`config.mk`:
```
export PLATFORM = sky130hd
export DESIGN_NAME = cram_dump_scanner
export DESIGN_NICKNAME = d
export VERILOG_FILES = /design/src/rtl/cram_dump_pkg.sv /design/src/rtl/cram_dump_scanner_word_serializer.sv /design/src/rtl/cram_dump_scanner.sv
export SDC_FILE = /design/constraint.sdc
export NUM_CORES = 1
export LEC_CHECK = 0
export ABC_CLOCK_PERIOD_IN_PS = 2200
export CAP_MARGIN = 20
export CORE_UTILIZATION = 49
export CTS_BUF_LIST = sky130_fd_sc_hd__clkbuf_4 sky130_fd_sc_hd__clkbuf_8
export DETAILED_ROUTE_END_ITERATION = 12
export GPL_TIMING_DRIVEN = 1
export PLACE_DENSITY_LB_ADDON = 0.15
export SYNTH_ARGS = -nofsm -noshare
export SYNTH_HDL_FRONTEND = slang
export SYNTH_SLANG_ARGS = --single-unit
```
`constraint.sdc`:
```
create_clock -name i_w_clk -period 2.2 [get_ports i_w_clk]
set_clock_uncertainty 0.05 [all_clocks]
set_input_delay 0.44 -clock i_w_clk [delete_from_list [all_inputs] [get_ports i_w_clk]]
set_output_delay 0.44 -clock i_w_clk [all_outputs]
set_load 0.005 [all_outputs]
```
`src/rtl/cram_dump_pkg.sv`:
```
// cram_dump_pkg: shared FSM states and byte/word sizing for the CRAM dump scanner.
// Revision 1.0
`default_nettype none

package cram_dump_pkg;

  localparam int BYTE_WIDTH = 8;

  typedef enum logic [2:0] {
    ST_IDLE    = 3'd0,
    ST_FETCH   = 3'd1,
    ST_CAPTURE = 3'd2,
    ST_SEND    = 3'd3,
    ST_DONE    = 3'd4
  } dump_state_t;

  function automatic int bytes_per_word(input int data_width);
    return data_width / BYTE_WIDTH;
  endfunction

endpackage

`default_nettype wire

```
`src/rtl/cram_dump_scanner_word_serializer.sv`:
```
// word_serializer: splits one RAM word into bytes, MSB first, over a valid/ready link.
// Revision 1.0
`default_nettype none

module word_serializer
  import cram_dump_pkg::*;
#(
  parameter int p_data_width = 16
) (
  input  logic                    clk,
  input  logic                    reset,
  input  logic                    load,
  input  logic [p_data_width-1:0] load_data,
  input  logic                    flush,
  input  logic                    tx_ready,
  output logic [BYTE_WIDTH-1:0]   tx_data,
  output logic                    tx_valid,
  output logic                    xfer,
  output logic                    last_byte
);

  localparam int BPW = bytes_per_word(p_data_width);
  localparam int CW  = $clog2(BPW + 1);

  logic [p_data_width-1:0] shift_reg;
  logic [CW-1:0]           byte_count;

  assign xfer      = tx_valid && tx_ready;
  assign last_byte = (byte_count == CW'(1));

  // tx_data always holds the byte on offer; shift_reg holds the bytes still to come.
  always_ff @(posedge clk or posedge reset) begin
    if (reset) begin
      shift_reg  <= '0;
      byte_count <= '0;
      tx_data    <= '0;
      tx_valid   <= 1'b0;
    end else if (load) begin
      tx_data    <= load_data[p_data_width-1 -: BYTE_WIDTH];
      shift_reg  <= load_data << BYTE_WIDTH;
      byte_count <= CW'(BPW);
      tx_valid   <= 1'b1;
    end else if (xfer) begin
      if (last_byte || flush) begin
        tx_valid   <= 1'b0;
        byte_count <= '0;
      end else begin
        tx_data    <= shift_reg[p_data_width-1 -: BYTE_WIDTH];
        shift_reg  <= shift_reg << BYTE_WIDTH;
        byte_count <= byte_count - CW'(1);
      end
    end
  end

endmodule

`default_nettype wire

```
`src/rtl/cram_dump_scanner.sv`:
```
// cram_dump_scanner: walks a RAM address range and streams each word out bytewise.
// Revision 1.0
`default_nettype none

module cram_dump_scanner
  import cram_dump_pkg::*;
#(
  parameter int p_data_width    = 16,
  parameter int p_address_width = 10
) (
  input  logic                       i_w_clk,
  input  logic                       i_w_reset,
  input  logic                       i_w_start,
  input  logic [p_address_width-1:0] i_w_start_address,
  input  logic [p_address_width-1:0] i_w_end_address,
  input  logic                       i_w_abort,
  output logic [p_address_width-1:0] o_w_disp_address,
  input  logic [p_data_width-1:0]    i_w_disp_data,
  output logic [BYTE_WIDTH-1:0]      o_r_tx_data,
  output logic                       o_r_tx_valid,
  input  logic                       i_w_tx_ready,
  output logic                       o_r_busy,
  output logic                       o_r_done
);

  dump_state_t                state;
  dump_state_t                next_state;
  logic [p_address_width-1:0] addr_reg;
  logic [p_address_width-1:0] end_reg;
  logic                       abort_pending;
  logic                       stop_req;
  logic                       load;
  logic                       xfer;
  logic                       last_byte;

  assign o_w_disp_address = addr_reg;
  // An abort seen during SEND lets the offered byte finish, then ends the dump.
  assign stop_req = abort_pending || ((state == ST_SEND) && i_w_abort);

  always_comb begin
    next_state = state;
    load       = 1'b0;
    case (state)
      ST_IDLE: begin
        if (i_w_start) next_state = ST_FETCH;
      end
      ST_FETCH: begin
        next_state = i_w_abort ? ST_DONE : ST_CAPTURE;
      end
      ST_CAPTURE: begin
        if (i_w_abort) begin
          next_state = ST_DONE;
        end else begin
          next_state = ST_SEND;
          load       = 1'b1;
        end
      end
      ST_SEND: begin
        if (xfer) begin
          if (stop_req || (last_byte && (addr_reg == end_reg))) next_state = ST_DONE;
          else if (last_byte) next_state = ST_FETCH;
        end
      end
      ST_DONE: begin
        next_state = ST_IDLE;
      end
      default: begin
        next_state = ST_IDLE;
      end
    endcase
  end

  always_ff @(posedge i_w_clk or posedge i_w_reset) begin
    if (i_w_reset) begin
      state         <= ST_IDLE;
      addr_reg      <= '0;
      end_reg       <= '0;
      abort_pending <= 1'b0;
      o_r_busy      <= 1'b0;
      o_r_done      <= 1'b0;
    end else begin
      state         <= next_state;
      o_r_busy      <= (next_state != ST_IDLE);
      o_r_done      <= (next_state == ST_DONE);
      abort_pending <= (state == ST_SEND) && (next_state == ST_SEND) && stop_req;
      if ((state == ST_IDLE) && i_w_start) begin
        addr_reg <= i_w_start_address;
        end_reg  <= i_w_end_address;
      end else if ((state == ST_SEND) && (next_state == ST_FETCH)) begin
        addr_reg <= addr_reg + p_address_width'(1);
      end
    end
  end

  word_serializer #(
    .p_data_width(p_data_width)
  ) u_word_serializer (
    .clk       (i_w_clk),
    .reset     (i_w_reset),
    .load      (load),
    .load_data (i_w_disp_data),
    .flush     (stop_req),
    .tx_ready  (i_w_tx_ready),
    .tx_data   (o_r_tx_data),
    .tx_valid  (o_r_tx_valid),
    .xfer      (xfer),
    .last_byte (last_byte)
  );

endmodule

`default_nettype wire

```
==> out/results.tsv, run 1 <==
metric	value	unit
status	completed	
row cnt	24	
Congestion Overflow GR	0	
Final Cycle Share	89.1	%
synth unique cells	37	
Crit path largest cell delay	0.40	ns
fin cells	359	
total track usage	22.4	%
Post-Route WL	4930	µm
Clock Tree Buf Depth	2	
Crit path max-delay family	simple AND/OR/NAND/NOR gates	
via count	1848	
CP dominant cell by count	o21ai_0	
post-CTS resize count	0	
Pre-antenna DRT Iters	4	
worst path buffer plus inverter count	1	
final slew viol count	0	
Max Fclk	510	MHz
die span in x	69.2	µm
CP max FO	18	
Synth top cells by count	72 x nand2_1, 45 x dfrtp_1, 24 x o21ai_0, 13 x xnor2_1, 11 x mux2i_1	
Yosys top cell by area	dfrtp_1	
Setup Buffers After CTS	0	
drt wl/cell	13.7	µm
Root Driver	clkbuf_8	
critical path endpoint category	flop	
hold buffers post-CTS	0	
Worst IR Drop VDD	586	µV
CTS tree	built	
mapped cell area	2220	µm²
Dominant Register Cell	dfrtp_1	
die area	4790	µm²
RePlAce Congestion	0.837	
mean area per synthesized cell	9.47	µm²
CP Launch Type	flop	
P&R area growth vs syn	39.7	%
Worst-Margin Slew	0.682	ns
relative slew slack	54.2	%
share of cells above drive strength 1	9.12	%
Ys Warns	0	
NumNets Final	349	
WP data arrival	2.10	ns
Leak Pwr	1.34	nW
OpenROAD warnings	26	
r2r worst-path depth	7	
Clock transition at path regs	0.08	ns
Mapped Cells	234	
synth top area cells	dfrtp_1 51%, nand2_1 12%, o21ai_0 5.4%	
H-Tree Depth	2	
P per Cell Area	1220	nW/µm²
Num CTS Buffers	5	
r2r setup slk	0.24	ns
DR vias/cell	5.15	
vias in the first global route	1769	
Yosys Instances	234	
Worst Hold Class	primary input to async pin	
Setup TNS	0	ns
Synth Seq Share	50.8	%
initial antenna violation count	0	
Area leader share	50.8	%
die height	69.2	µm
most frequent cell after synthesis	nand2_1	
Ports	62	
n_diodes	0	
FP Util	50.9	%
Port Buffer Count	61	
worst reg2reg path startpoint	u_word_serializer.byte_count[0]	
EDFF count, synth	0	
R2R Path End	u_word_serializer.tx_data[7]	
critical path's slowest cell	dfrtp_1	
final hold vios	0	
Cell Chain, Critical Path	ha_1, nor2_1, o21ai_0, nor2_4, buf_12, mux2i_1, o21ai_0	
yosys stat area	2220	µm²
minimum clock period	1.96	ns
Comb area	1050	µm²
post-route ant nets	0	
WS Path Type	flop to flop	
data required time of the worst path	2.33	ns
RSZ-0062 raised after global routing	no	
Post-synth ARST share	100	%
DPL Wire Length	3630	µm
dpl cells	350	
worst skew pair latency	0.30	ns
First DRT Iteration DRCs	88	
largest net degree at the start of global routing	27	
first-pass GRT wire length	8310	µm
TritonCTS sink count	45	
register area	1130	µm²
Synth Register Bits	45	
MaxCap Viol Count	0	
endpoints failing setup	0	
Synthesized Nets	277	
# DRC	0	
[run 1: per-stage QoR]
stage	hold slack [ns]	utilization (%)	instance area, µm²	setup slack (ns)	power (mW)
3_5_place_dp	0.434	67.9	2960	0.0568	3.12
2_1_floorplan	0.417	-	2220	0.423	2.40
3_3_place_gp	0.430	67.9	2960	0.0713	3.06
6_report	0.410	71.1	3100	0.239	3.78
5_1_grt	0.459	71.1	3100	0.104	4.08
4_1_cts	0.418	70.6	3080	0.0966	3.79
[run 1: logic make-up after synthesis]
logic type / share of synthesized area (%)
mux: 4.97
fa+ha+maj: 1.13
compound gates: 13.6
xor+xnor: 7.51
simple gates: 20.0
flops: 50.8
buf+inv: 1.92
[run 1: worst max path at each step]
stage / from / to / slack (ns) / cells after the start
after floorplan: u_word_serializer.byte_count[0] / u_word_serializer.byte_count[0] / 0.42 / 7
after global placement: i_w_abort / o_w_disp_address[9] / 0.07 / 7
after detailed placement: i_w_tx_ready / u_word_serializer.tx_data[0] / 0.06 / 6
after CTS: u_word_serializer.byte_count[0] / u_word_serializer.tx_data[5] / 0.1 / 6
after global routing: u_word_serializer.byte_count[0] / u_word_serializer.tx_data[6] / 0.10 / 7
final: u_word_serializer.byte_count[0] / u_word_serializer.tx_data[7] / 0.24 / 7
[run 1: cell usage in the layout (no fill, tap or decap), types with 2 or more instances in the layout]
cell type        instances
xnor2_1                 13
o2111ai_1                2
ha_1                     2
inv_1                    2
clkbuf_8                 6
o21ai_0                 24
xor2_1                   6
o21ai_1                  3
nand4_1                  3
buf_12                   2
o21ai_2                  2
buf_4                   10
a21oi_1                  5
dfrtp_1                 45
and3_1                   2
and2_1                   3
nor2_1                  10
nand2_1                 72
o211ai_1                 2
clkdlybuf4s50_1         61
mux2i_1                 11
[run 1: metal layers]
| metal | part of all wire [%] | GRT usage [%] |
|---|---|---|
| met4 | 1.3 | 7.48 |
| met3 | 3.4 | 4.80 |
| met2 | 48 | 34.0 |
| met1 | 47 | 32.1 |
| met5 | 0 | 0 |
[run 1: power breakdown]
part / internal (mW) / switching, mW
Clock: 0.383 / 0.271
Sequential: 1.19 / 0.319
Combinational: 0.876 / 0.742
[run 1: cell type report]
cell class / instances / share of cell area (%)
tap: 52 / 2.10
clock buffer: 7 / 2.91
inverter: 3 / 0.364
multi-input combinational: 178 / 33.8
timing repair buffer: 73 / 23.4
sequential: 45 / 36.4
clock inverter: 1 / 0.970
Figure 1. Cell outlines without signal wires (run 1).
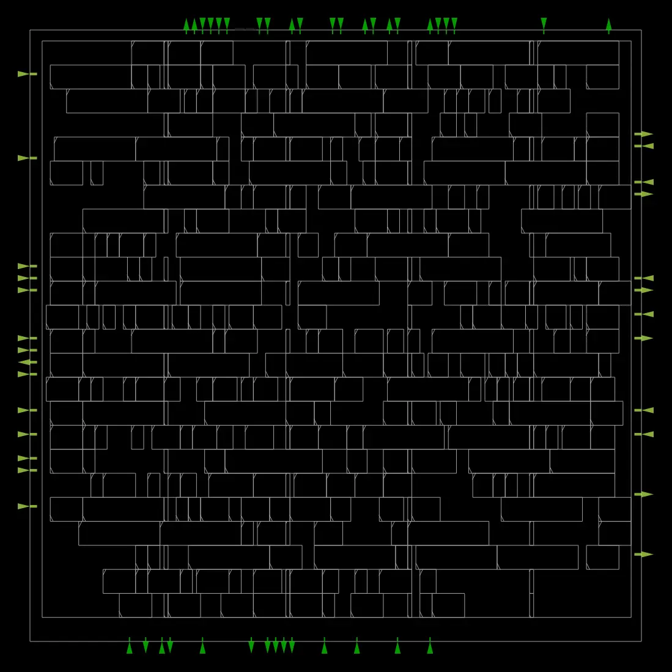
fillcell total: 330
CORE AREA: 4350 µm²

Figure 2. Wires at chosen ports, followed through buffers (run 1).
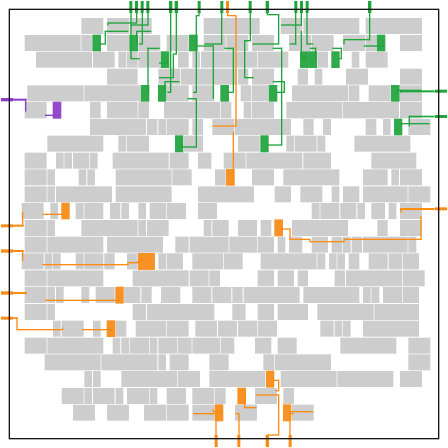
- purple: i_w_reset (direction input; edge left; end cells 1; wire 5.30 µm)
- orange: i_w_start_address (direction input; edge 4 bottom, 4 left, 1 top, 1 right; end cells 10; wire 167 µm)
- green: i_w_disp_data (direction input; edge 14 top, 2 right; end cells 16; wire 245 µm)

Figure 3. Clock wires, drivers and flops (run 1).
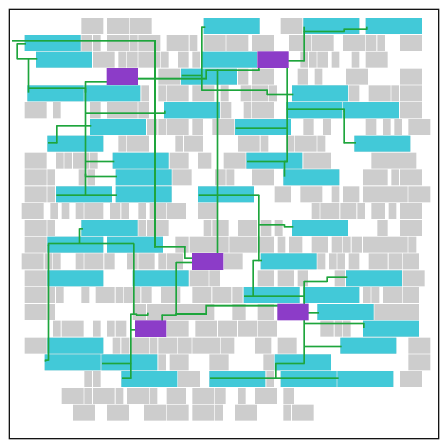
- cyan: flip-flops (count 45)
- green: clock wires (length 539 µm)
- purple: clock-net drivers (count 5)
- flops lie: spread over the die

Figure 4. Pin map (run 1).
Pins as bars across the die edge, other pins in grey.
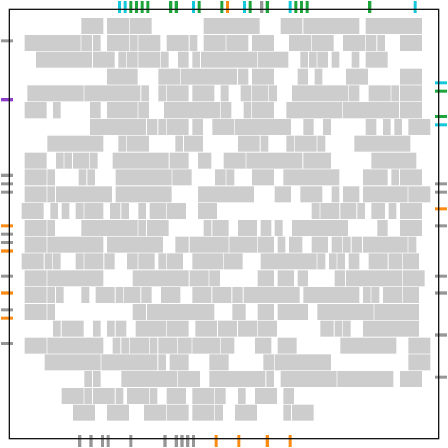
- cyan: o_r_tx_data (pins 8; direction output; edge 6 top, 2 right)
- purple: i_w_reset (pins 1; direction input; edge left)
- orange: i_w_start_address (pins 10; direction input; edge 4 bottom, 4 left, 1 top, 1 right)
- green: i_w_disp_data (pins 16; direction input; edge 14 top, 2 right)

==> run 1 -> run 2 <==
--- a/config.mk
+++ b/config.mk
@@ -7,8 +7,8 @@
 export LEC_CHECK = 0
 export ABC_CLOCK_PERIOD_IN_PS = 2200
 export CAP_MARGIN = 20
-export CORE_UTILIZATION = 49
-export CTS_BUF_LIST = sky130_fd_sc_hd__clkbuf_4 sky130_fd_sc_hd__clkbuf_8
+export CORE_UTILIZATION = 48
+export CTS_BUF_LIST = sky130_fd_sc_hd__clkbuf_16
 export DETAILED_ROUTE_END_ITERATION = 12
 export GPL_TIMING_DRIVEN = 1
 export PLACE_DENSITY_LB_ADDON = 0.15
==> out/results.tsv, run 2 <==
metric	value	unit	change
vias in the first global route	1810		+2.3%
Port Buffer Count	61		unchanged
hold buffers post-CTS	0		unchanged
die height	69.9	µm	+1.0%
register area	1130	µm²	unchanged
Setup Buffers After CTS	0		unchanged
Mapped Cells	234		unchanged
Post-Route WL	5040	µm	+2.4%
Clock transition at path regs	0.06	ns	-0.02 ns
Ys Warns	0		unchanged
Worst-Margin Slew	0.502	ns	-0.180 ns
row cnt	24		unchanged
DR vias/cell	5.22		+1.4%
Clock Tree Buf Depth	2		unchanged
Setup TNS	0	ns	unchanged
Pre-antenna DRT Iters	4		unchanged
synth unique cells	37		unchanged
H-Tree Depth	2		unchanged
First DRT Iteration DRCs	108		+23%
via count	1874		+1.4%
status	completed		
die area	4890	µm²	+2.0%
CP max FO	16		-2
Worst IR Drop VDD	609	µV	+3.9%
TritonCTS sink count	45		unchanged
Yosys top cell by area	dfrtp_1		
endpoints failing setup	0		unchanged
EDFF count, synth	0		unchanged
OpenROAD warnings	26		unchanged
Congestion Overflow GR	0		unchanged
first-pass GRT wire length	8520	µm	+2.5%
post-CTS resize count	0		unchanged
data required time of the worst path	2.32	ns	about the same
CTS tree	built		
initial antenna violation count	0		unchanged
Comb area	1050	µm²	unchanged
MaxCap Viol Count	0		unchanged
most frequent cell after synthesis	nand2_1		
Final Cycle Share	93.6	%	+4.4 points
synth top area cells	dfrtp_1 51%, nand2_1 12%, o21ai_0 5.4%		
RSZ-0062 raised after global routing	no		
WS Path Type	primary input to flop		
P&R area growth vs syn	41.1	%	
Leak Pwr	1.36	nW	+1.1%
dpl cell area	2960	µm²	+0.17%
mapped cell area	2220	µm²	unchanged
most frequent logic cell in the layout	nand2_1		
total power	3.87	mW	+2.4%
Num CTS Buffers	5		unchanged
largest net degree at the start of global routing	27		unchanged
Synth Register Bits	45		unchanged
minimum clock period	2.06	ns	+0.0977 ns
worst skew pair latency	0.28	ns	-0.02 ns
critical path endpoint category	flop		
Area leader share	50.8	%	unchanged
DPL Wire Length	3660	µm	+0.89%
CORE AREA	4380	µm²	+0.69%
WP data arrival	2.18	ns	+0.08 ns
fillcell total	367		+11%
Top Layout Cells	72 x nand2_1, 61 x clkdlybuf4s50_1, 45 x dfrtp_1		
n_diodes	0		unchanged
post-route ant nets	0		unchanged
## run 2: power by group
| group | switching (mW) | internal [mW] | total [mW] |
|---|---|---|---|
| clock network | 0.294 | 0.410 | 0.704 |
| logic | 0.769 | 0.898 | 1.67 |
| registers | 0.308 | 1.20 | 1.50 |
| total | 1.37 | 2.50 | 3.87 |
## run 2: logic make-up (layout without fill, tap and decap cells)
| group | Yosys count | after routing | share of synthesized area [%] |
|---|---|---|---|
| mux | 11 | 11 | 4.97 |
| xor+xnor | 19 | 19 | 7.51 |
| fa+ha+maj | 2 | 2 | 1.13 |
| buf+inv | 11 | 84 | 1.92 |
| flops | 45 | 45 | 50.8 |
| simple gates | 100 | 100 | 20.0 |
| compound gates | 46 | 46 | 13.6 |
## run 2: area by class of cell
type                            count  area share (%)
Sequential cell                    45            36.0
Multi-Input combinational cell    178            33.5
Timing Repair Buffer               73            23.6
Clock buffer                        5            4.00
Tap cell                           52            2.08
Clock inverter                      3           0.400
Inverter                            3           0.360
## run 2: final timing paths
| path | startpoint | end | slack, ns | depth (start not counted) |
|---|---|---|---|---|
| worst max-delay path | i_w_abort | u_word_serializer.byte_count[1] | 0.14 | 7 |
| worst min-delay path | i_w_reset | u_word_serializer.tx_data[0] | 0.44 | 2 |
| worst max register to register | u_word_serializer.byte_count[0] | u_word_serializer.tx_data[7] | 0.22 | 7 |
| worst min register to register | end_reg[4] | end_reg[4] | 0.44 | 2 |
| max in group asynchronous | i_w_reset | o_r_busy | 1.16 | 3 |
| min in group i_w_clk | end_reg[4] | end_reg[4] | 0.44 | 2 |
## run 2: routing by layer
layer,up-vias,global-route usage (%),part of all wire (%)
met4,0,7.33,0.87
met3,5,3.75,4.7
li1,932,-,-
met1,882,31.6,47
met5,-,0,0
met2,55,34.7,47
## run 2: per-stage QoR
step	hold WS, ns	cells	worst slack [ns]
2_1_floorplan	0.417	234	0.423
3_3_place_gp	0.431	349	-0.00193
3_5_place_dp	0.434	349	-0.0711
4_1_cts	0.448	357	0.0780
5_1_grt	0.482	359	0.0330
6_report	0.441	359	0.141
## run 2: worst max-delay path, stage by stage
cell and delay (ns):
clkdlybuf4s50_1 0.55, inv_1 0.11, o21ai_0 0.41, nor2_4 0.08
buf_12 0.17, buf_4 0.14, a221o_1 0.28
Figure 5. Wires at chosen ports, followed through buffers (run 2).
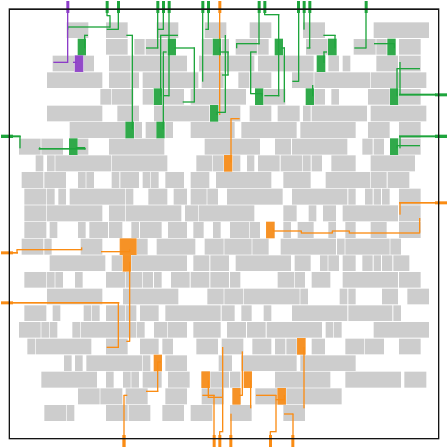
- purple: i_w_reset (direction input; edge top; end cells 1; wire 11.1 µm)
- orange: i_w_start_address (direction input; edge 6 bottom, 2 left, 1 top, 1 right; end cells 10; wire 203 µm)
- green: i_w_disp_data (direction input; edge 13 top, 2 right, 1 left; end cells 16; wire 266 µm)

Figure 6. Signal wires by layer (run 2).
Bar = 20 µm.
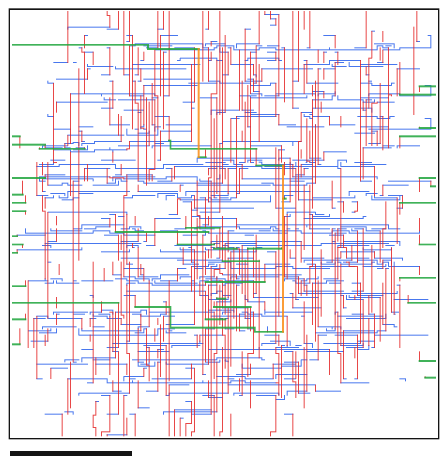
- blue: M1 (wire length 2,390 µm)
- green: M3 (wire length 235 µm)
- orange: M4 (wire length 44.9 µm)
- red: M2 (wire length 2,370 µm)

Power and IR drop assume default switching activity.
